### Ports around the boundary

Scale: 4 px per micron. Pins as bars across the die edge, other pins in gray.
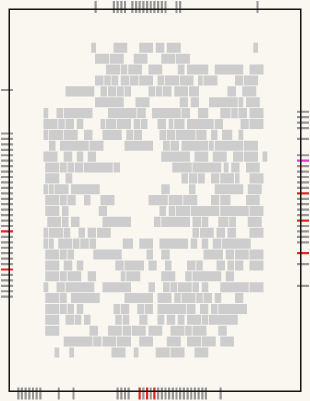
### Met3 routing

Scale: 4 px per micron. Cells faint in the background.
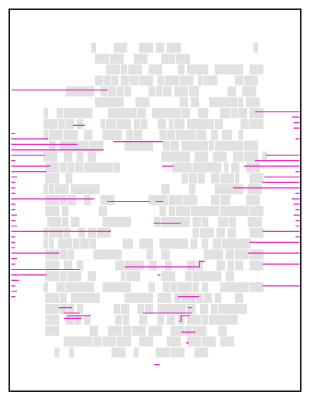
### Wire density map

Scale: 3 px per micron. The die is cut into 15 by 19 equal tiles; dark purple is low, yellow is high, scaled to the fullest tile. Values are wire area over tile area, all layers added.
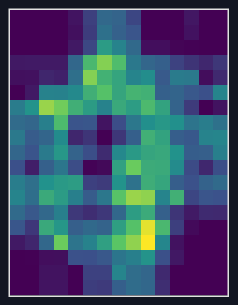
===== src/rtl/compare_sched.sv =====
// Round-robin scheduler sharing one compare unit between two requesters.
// Optional build macro COMPARE_SCHED_SIGNED_EN adds per-request signed comparison.
`ifndef DATA_WIDTH
`define DATA_WIDTH 8
`endif
`ifndef ALU_SMALLER
`define ALU_SMALLER  0
`define ALU_EQUAL    1
`define ALU_LARGER   2
`define ALU_NSMALLER 3
`define ALU_NEQUAL   4
`define ALU_NLARGER  5
`endif

module compare_sched #(
   parameter int unsigned RR_INIT   = 0,
   parameter int unsigned IDLE_ZERO = 1
) (
   input  logic                   clk,
   input  logic                   rst,
`ifdef COMPARE_SCHED_SIGNED_EN
   input  logic                   req0_signed,
   input  logic                   req1_signed,
`endif
   input  logic                   req0_valid,
   output logic                   req0_ready,
   input  logic [`DATA_WIDTH-1:0] req0_op0,
   input  logic [`DATA_WIDTH-1:0] req0_op1,
   input  logic [`DATA_WIDTH-1:0] req0_relation,
   output logic                   resp0_valid,
   input  logic                   resp0_ready,
   output logic [`DATA_WIDTH-1:0] resp0_result,
   output logic                   resp0_err,
   input  logic                   req1_valid,
   output logic                   req1_ready,
   input  logic [`DATA_WIDTH-1:0] req1_op0,
   input  logic [`DATA_WIDTH-1:0] req1_op1,
   input  logic [`DATA_WIDTH-1:0] req1_relation,
   output logic                   resp1_valid,
   input  logic                   resp1_ready,
   output logic [`DATA_WIDTH-1:0] resp1_result,
   output logic                   resp1_err,
   output logic [`DATA_WIDTH-1:0] cmp_op0,
   output logic [`DATA_WIDTH-1:0] cmp_op1,
   output logic [`DATA_WIDTH-1:0] cmp_relation,
   input  logic [`DATA_WIDTH-1:0] cmp_result
);

   localparam int unsigned DW         = `DATA_WIDTH;
   localparam logic        LP_RR_INIT = 1'(RR_INIT);

   typedef enum logic [1:0] {S_IDLE, S_EXEC, S_RESP} state_t;

   state_t        r_state;
   state_t        w_next;
   logic          r_prio;
   logic          r_owner;
   logic [DW-1:0] r_op0;
   logic [DW-1:0] r_op1;
   logic [DW-1:0] r_rel;
   logic [DW-1:0] r_res0;
   logic [DW-1:0] r_res1;
   logic          r_err0;
   logic          r_err1;
`ifdef COMPARE_SCHED_SIGNED_EN
   logic          r_sgn;
`endif

   logic          w_grant0;
   logic          w_grant1;
   logic          w_accept;
   logic          w_rel_ok;
   logic          w_bit;
   logic          w_flip;
   logic          w_drive;
   logic [DW-1:0] w_msb_mask;
   logic          w_unused_cmp;

   // Requester 1 wins when alone or when it holds priority.
   assign w_grant1 = req1_valid & (~req0_valid | r_prio);
   assign w_grant0 = req0_valid & ~w_grant1;

   always_ff @(posedge clk) begin
      if (rst) r_state <= S_IDLE;
      else     r_state <= w_next;
   end

   always_comb begin
      w_next      = r_state;
      w_accept    = 1'b0;
      req0_ready  = 1'b0;
      req1_ready  = 1'b0;
      resp0_valid = 1'b0;
      resp1_valid = 1'b0;
      case (r_state)
         S_IDLE: begin
            req0_ready = w_grant0;
            req1_ready = w_grant1;
            if (w_grant0 | w_grant1) begin
               w_accept = 1'b1;
               w_next   = S_EXEC;
            end
         end
         S_EXEC: w_next = S_RESP;
         S_RESP: begin
            resp0_valid = ~r_owner;
            resp1_valid = r_owner;
            if (r_owner ? resp1_ready : resp0_ready) w_next = S_IDLE;
         end
         default: w_next = S_IDLE;
      endcase
   end

   // Relation decode guards against codes the compare unit does not define.
   always_comb begin
      w_rel_ok = 1'b0;
      case (r_rel)
         DW'(`ALU_SMALLER), DW'(`ALU_EQUAL),   DW'(`ALU_LARGER),
         DW'(`ALU_NSMALLER), DW'(`ALU_NEQUAL), DW'(`ALU_NLARGER): w_rel_ok = 1'b1;
         default: w_rel_ok = 1'b0;
      endcase
   end

   assign w_bit        = w_rel_ok & cmp_result[0];
   assign w_unused_cmp = ^cmp_result[DW-1:1];

`ifdef COMPARE_SCHED_SIGNED_EN
   assign w_flip = r_sgn;
`else
   assign w_flip = 1'b0;
`endif

   // Flipping the sign bit maps two's-complement order onto unsigned order.
   assign w_msb_mask   = {w_flip, {(DW-1){1'b0}}};
   assign w_drive      = (r_state == S_EXEC) || (IDLE_ZERO == 0);
   assign cmp_op0      = w_drive ? (r_op0 ^ w_msb_mask) : '0;
   assign cmp_op1      = w_drive ? (r_op1 ^ w_msb_mask) : '0;
   assign cmp_relation = w_drive ? r_rel : '0;

   always_ff @(posedge clk) begin
      if (rst) begin
         r_prio  <= LP_RR_INIT;
         r_owner <= 1'b0;
         r_op0   <= '0;
         r_op1   <= '0;
         r_rel   <= '0;
         r_res0  <= '0;
         r_res1  <= '0;
         r_err0  <= 1'b0;
         r_err1  <= 1'b0;
`ifdef COMPARE_SCHED_SIGNED_EN
         r_sgn   <= 1'b0;
`endif
      end else begin
         if (w_accept) begin
            r_owner <= w_grant1;
            r_prio  <= ~w_grant1;
            r_op0   <= w_grant1 ? req1_op0 : req0_op0;
            r_op1   <= w_grant1 ? req1_op1 : req0_op1;
            r_rel   <= w_grant1 ? req1_relation : req0_relation;
`ifdef COMPARE_SCHED_SIGNED_EN
            r_sgn   <= w_grant1 ? req1_signed : req0_signed;
`endif
         end
         if (r_state == S_EXEC) begin
            if (r_owner) begin
               r_res1 <= DW'(w_bit);
               r_err1 <= ~w_rel_ok;
            end else begin
               r_res0 <= DW'(w_bit);
               r_err0 <= ~w_rel_ok;
            end
         end
      end
   end

   assign resp0_result = r_res0;
   assign resp0_err    = r_err0;
   assign resp1_result = r_res1;
   assign resp1_err    = r_err1;

endmodule


===== config.mk =====
export PLATFORM = sky130hd
export DESIGN_NAME = compare_sched
export DESIGN_NICKNAME = d
export VERILOG_FILES = /design/src/rtl/compare_sched.sv
export SDC_FILE = /design/constraint.sdc
export NUM_CORES = 1
export LEC_CHECK = 0
export CORE_ASPECT_RATIO = 1.4
export CORE_MARGIN = 8
export CORE_UTILIZATION = 40
export CTS_CLUSTER_SIZE = 8
export DETAILED_ROUTE_END_ITERATION = 6
export HOLD_SLACK_MARGIN = 0.02
export PLACE_DENSITY = 0.83
export SYNTH_ARGS = -nofsm -noshare
export SYNTH_HDL_FRONTEND = slang
export SYNTH_SLANG_ARGS = --single-unit

===== constraint.sdc =====
create_clock -name clk -period 3 [get_ports clk]
set_input_delay 0.6 -clock clk [delete_from_list [all_inputs] [get_ports clk]]
set_output_delay 0.6 -clock clk [all_outputs]
set_load 0.01 [all_outputs]

==> job_summary.md <==
## PnR job results

| Metric | Value |
|---|---|
| Status | `complete, no violations` |
| Final core occ | `0.6091` |
| Tightest Pin Transition | `0.8184 ns` |
| Die area | `6900 sq um` |
| Cell Count, Final, Fillers Out | `366` |
| CTS tree | `done` |
| Count leader, synth | `nand3_1` |
| Largest net degree at the start of global routing | `33` |
| Hold Startpoint | `resp1_result[0]$_SDFFE_PP0P_` |
| Mean Syn Cell Area | `roughly 8 sq um` |
| FILL cells | `a little over 400` |
| Tool Warnings | `33` |
| Most common library cells after synthesis | `nand3_1 (47), dfxtp_1 (32), and2_1 (27), a31oi_1 (23), o21ai_0 (22)` |
| Post-place setup slack | `0.3199 ns` |
| Fin crit period | `2.812 ns` |
| Compound-Gate Fraction of Synth Area | `0.1909` |
| Ant. Diodes | `0` |
| Post-Place Cells | `358` |
| RSZ-0062 raised after global routing | `no` |
| Vias/cell | `5.202` |
Back to the opening pictures, 'Ports around the boundary':
[red] cmp_relation | pins: 8 | direction: output | edge: 3 bottom, 3 right, 2 left
[magenta] req1_ready | pins: 1 | direction: output | edge: right
height of the chip: 95.14 microns
Port Buffers: 86
die width: 72.53 microns

Back to the opening pictures, 'Met3 routing':
main direction: horizontal
nets with wire on the layer: 70

Back to the opening pictures, 'Wire density map':
mean over tiles: 0.14
tiles over half the peak: 21%
fullest tile: 0.47
nearly empty tiles: 19%
WL/cell: 15.80 microns
Total Routing Usage GR: 0.1707

==> path summary, 6_finish.rpt <==
check	slack [ns]	to
worst max-delay path	0.19	cmp_relation[4]
worst min-delay path	0.47	resp1_result[0]$_SDFFE_PP0P_
worst max register to register	1.20	r_op0[0]$_SDFFE_PP0P_
worst min register to register	0.47	resp1_result[0]$_SDFFE_PP0P_
==> flip-flops by register name, indices dropped and copies added (netlist names) <==
| name | flops |
|---|---|
| r_op0 | 8 |
| r_op1 | 8 |
| r_rel | 8 |
| r_state | 2 |
| r_owner | 1 |
| r_prio | 1 |
| resp0_err | 1 |
| resp0_result | 1 |
| resp1_err | 1 |
| resp1_result | 1 |
==> worst min-delay path, stage by stage (launching register included) <==
cell,delay (ns)
dfxtp_1,0.31
nand2b_1,0.06
a21oi_1,0.05
